<file path="src/rtl/fetch_pkg.sv">
// Shared types and constants for the fetch sequencer: FSM state encoding,
// PC step, default vectors and the word-alignment helper.
package fetch_pkg;

  typedef enum logic [1:0] {
    REQ   = 2'd0,
    WAIT  = 2'd1,
    HOLD  = 2'd2,
    DRAIN = 2'd3
  } fetch_state_t;

  localparam logic [31:0] PC_STEP              = 32'd4;
  localparam logic [31:0] DEFAULT_RESET_VECTOR = 32'h0000_0000;
  localparam logic [31:0] DEFAULT_TRAP_VECTOR  = 32'h0000_0100;
  localparam logic [1:0]  ALIGN_MASK           = 2'b00;

  // Force the low two address bits to the word-aligned pattern.
  function automatic logic [31:0] align_word(input logic [31:0] addr);
    return addr & {30'h3FFF_FFFF, ALIGN_MASK};
  endfunction

endpackage

</file>
<file path="src/rtl/fetch_hold_reg.sv">
// Single-entry holding register that presents one fetched instruction and
// its address to decode until it is consumed or squashed.
module fetch_hold_reg
  import fetch_pkg::*;
(
  input  logic        clk,
  input  logic        rst,
  input  logic        i_load,
  input  logic        i_clear,
  input  logic [31:0] i_instr,
  input  logic [31:0] i_pc,
  output logic        o_valid,
  output logic [31:0] o_instr,
  output logic [31:0] o_pc
);

  logic        r_valid;
  logic [31:0] r_instr;
  logic [31:0] r_pc;

  // Clearing only drops valid; the payload stays put until the next load.
  always_ff @(posedge clk) begin
    if (rst) begin
      r_valid <= 1'b0;
      r_instr <= 32'd0;
      r_pc    <= 32'd0;
    end else if (i_load) begin
      r_valid <= 1'b1;
      r_instr <= i_instr;
      r_pc    <= i_pc;
    end else if (i_clear) begin
      r_valid <= 1'b0;
    end
  end

  assign o_valid = r_valid;
  assign o_instr = r_instr;
  assign o_pc    = r_pc;

endmodule

</file>
<file path="src/rtl/fetch_sequencer.sv">
// Fetch-stage controller: owns the PC, issues one imem request at a time and
// hands instructions to decode. FETCH_MISALIGN_CHK_EN adds misalign_fault.
module fetch_sequencer
  import fetch_pkg::*;
#(
  parameter logic [31:0] RESET_VECTOR = DEFAULT_RESET_VECTOR,
  parameter logic [31:0] TRAP_VECTOR  = DEFAULT_TRAP_VECTOR
) (
  input  logic        clk,
  input  logic        rst,
  output logic        imem_req_valid,
  input  logic        imem_req_ready,
  output logic [31:0] imem_req_addr,
  input  logic        imem_rsp_valid,
  input  logic [31:0] imem_rsp_data,
  output logic        if_valid,
  input  logic        if_ready,
  output logic [31:0] if_instr,
  output logic [31:0] if_pc,
  input  logic        redirect_valid,
  input  logic [31:0] redirect_addr,
  input  logic        trap_valid,
  output logic [31:0] pc_current
`ifdef FETCH_MISALIGN_CHK_EN
  ,
  output logic        misalign_fault
`endif
);

  fetch_state_t r_state;
  logic [31:0]  r_pc;
  logic [31:0]  r_pcReq;

  logic         w_reqFire;
  logic         w_event;
  logic [31:0]  w_target;
  logic         w_load;
  logic         w_clear;

  assign w_event = trap_valid | redirect_valid;

`ifdef FETCH_MISALIGN_CHK_EN
  logic w_misalign;
  logic r_misalignFault;

  // A misaligned redirect is converted into trap entry.
  assign w_misalign = redirect_valid & ~trap_valid & (redirect_addr[1:0] != ALIGN_MASK);
  assign w_target   = (trap_valid | w_misalign) ? TRAP_VECTOR : align_word(redirect_addr);

  always_ff @(posedge clk) begin
    if (rst) r_misalignFault <= 1'b0;
    else     r_misalignFault <= w_misalign;
  end

  assign misalign_fault = r_misalignFault;
`else
  assign w_target = trap_valid ? TRAP_VECTOR : align_word(redirect_addr);
`endif

  assign imem_req_valid = (r_state == REQ) & ~rst;
  assign imem_req_addr  = r_pc;
  assign pc_current     = r_pc;
  assign w_reqFire      = imem_req_valid & imem_req_ready;

  assign w_load  = (r_state == WAIT) & imem_rsp_valid & ~w_event;
  assign w_clear = (r_state == HOLD) & (if_ready | w_event);

  // A control-flow event always overrides the sequential pc update; requests
  // already accepted when it arrives are drained and their data discarded.
  always_ff @(posedge clk) begin
    if (rst) begin
      r_state <= REQ;
      r_pc    <= RESET_VECTOR;
      r_pcReq <= RESET_VECTOR;
    end else begin
      case (r_state)
        REQ: begin
          if (w_event) begin
            r_pc <= w_target;
            if (w_reqFire) r_state <= DRAIN;
          end else if (w_reqFire) begin
            r_pcReq <= r_pc;
            r_state <= WAIT;
          end
        end
        WAIT: begin
          if (w_event) begin
            r_pc    <= w_target;
            r_state <= imem_rsp_valid ? REQ : DRAIN;
          end else if (imem_rsp_valid) begin
            r_state <= HOLD;
          end
        end
        HOLD: begin
          if (w_event) begin
            r_pc    <= w_target;
            r_state <= REQ;
          end else if (if_ready) begin
            r_pc    <= r_pc + PC_STEP;
            r_state <= REQ;
          end
        end
        DRAIN: begin
          if (w_event)        r_pc    <= w_target;
          if (imem_rsp_valid) r_state <= REQ;
        end
        default: r_state <= REQ;
      endcase
    end
  end

  fetch_hold_reg u_holdReg (
    .clk     (clk),
    .rst     (rst),
    .i_load  (w_load),
    .i_clear (w_clear),
    .i_instr (imem_rsp_data),
    .i_pc    (r_pcReq),
    .o_valid (if_valid),
    .o_instr (if_instr),
    .o_pc    (if_pc)
  );

endmodule

</file>
<file path="config.mk">
export PLATFORM = sky130hd
export DESIGN_NAME = fetch_sequencer
export DESIGN_NICKNAME = d
export VERILOG_FILES = /design/src/rtl/fetch_pkg.sv /design/src/rtl/fetch_hold_reg.sv /design/src/rtl/fetch_sequencer.sv
export SDC_FILE = /design/constraint.sdc
export NUM_CORES = 1
export LEC_CHECK = 0
export CAP_MARGIN = 10
export CORE_MARGIN = 2
export CORE_UTILIZATION = 45
export CTS_CLUSTER_DIAMETER = 60
export CTS_CLUSTER_SIZE = 14
export DETAILED_ROUTE_END_ITERATION = 7
export GPL_TIMING_DRIVEN = 0
export PLACE_DENSITY = 0.81
export RECOVER_POWER = 50
export SLEW_MARGIN = 0
export SYNTH_ARGS = -nofsm -noshare
export SYNTH_HDL_FRONTEND = slang
export SYNTH_SLANG_ARGS = --single-unit
</file>
<file path="constraint.sdc">
create_clock -name clk -period 2.1 [get_ports clk]
set_input_delay 0.315 -clock clk [delete_from_list [all_inputs] [get_ports clk]]
set_output_delay 0.315 -clock clk [all_outputs]
set_load 0.03 [all_outputs]
</file>
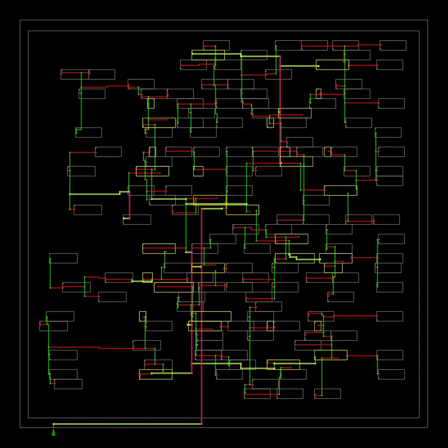
**Above:** clock nets.
flip-flops: 125
worst skew pair latency: 0.41 ns
CLK BUF: 19

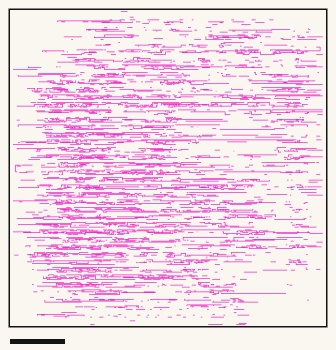
**Above:** signal wires on met1.
Bar = 20 um.
The longest straight run is 35.4 um. 920 nets have wire on it. The layer holds 42% of the routed length. The wires run mostly horizontal. The layer carries 7350 um of wire.
vias after detailed routing: 5891
met1 track utilization from global routing: 33.69%
wirelength, routed: 17.54 mm

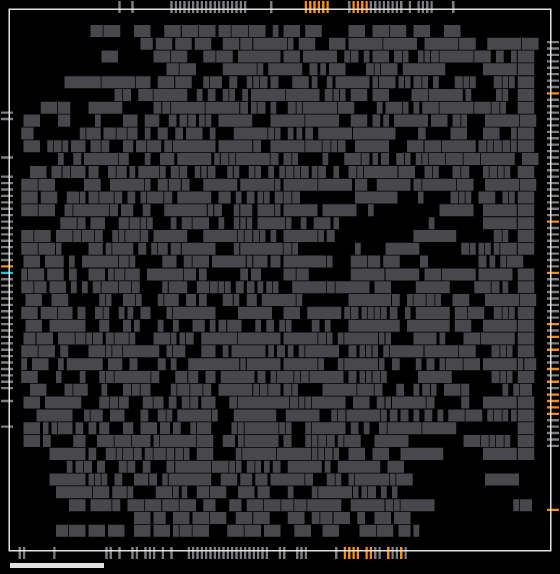
**Above:** ports around the boundary.
Bar = 20 um. Pins as bars across the die edge, other pins in gray.
Orange shows if_pc, pins 32, direction output, edge 13 east, 10 north, 8 south, 1 west. Cyan shows imem_req_valid, pins 1, direction output, edge west.
All pins by edge: 65 east, 51 south, 46 north, 39 west.
die boundary width: 114.6 um
number of buffers inserted by port buffering: 191

==> reports/notes.md <==
## Outcome
• status: finished clean

## Worst setup path
• cell with the biggest individual delay on the critical path: sky130_fd_sc_hd__clkdlybuf4s50_1
• total stage count of the critical path: 2
• path depth of the worst reg2reg path: 6
• Setup crit start: imem_req_addr[20]
• Critical Path End: pc_current[20]
• count of buffer and inverter cells on the critical path: 2

## Final timing
• count of pins over their slew limit: 0
• final period demand of the worst path: 2.063 ns
• Setup WS post-layout: 0.03686 ns

## Drt
• length of routed met3 wiring: 1.540 mm
• uppermost signal routing layer after detailed routing: met4

## Finish
• Util after Layout: 69.11%
• sequential cell area: 0.002522 sq mm
• Comb gates: 520
• design area: 0.008267 sq mm
• non-clock buffer instance count of the final layout: 268

## Clock network
• post-cts repair resize count: 17
• CTS Hold Bufs: 0
• number of H-tree branching levels: 4
• Clock Path Buffers: 2

## Floorplan
• tapcell count: 147
• total I/O pin count: 201

## Logic synthesis
• YS chip area: 0.005504 sq mm
• count of unique library cells instantiated by Yosys: 55
• number of cell instances after yosys synthesis: 728
• leading post-synthesis cells by instance count: 219 x sky130_fd_sc_hd__nand2_1, 125 x sky130_fd_sc_hd__dfxtp_1, 117 x sky130_fd_sc_hd__a21oi_1

## Power and ir drop
• proportion of power drawn by flip-flops and latches: 40.7%
• sw power: 1.495 mW

## Worst hold path
• class of the worst hold path: reg2reg

## Global routing
• number of antenna violations at the first check in global routing: 0

## Run
• Tool Warnings: 29

## Placement
• global placer's final weighted congestion: 0.9099

worst min-delay path by stage:
stage / cells past startpoint / endpoint / slack [ns]
after floorplan: 2 / u_holdReg.o_pc[10] / 0.43
after global placement: 2 / u_holdReg.o_pc[25] / 0.44
after detailed placement: 2 / u_holdReg.o_pc[23] / 0.44
after CTS: 3 / u_holdReg.o_instr[13] / 0.43
after global routing: 3 / u_holdReg.o_instr[5] / 0.45
final: 2 / u_holdReg.o_instr[27] / 0.45
power groups by stage:
stage	Clock (mW)	Combinational [mW]	Sequential, mW
6_report	2.90	0.715	2.49
2_1_floorplan	0	0.322	2.57
3_3_place_gp	0	0.704	2.53
4_1_cts	2.94	0.717	2.48
5_1_grt	3.06	0.761	2.49
3_5_place_dp	0	0.709	2.53
Power figures rest on the tool's default switching activity, not on a simulated workload.
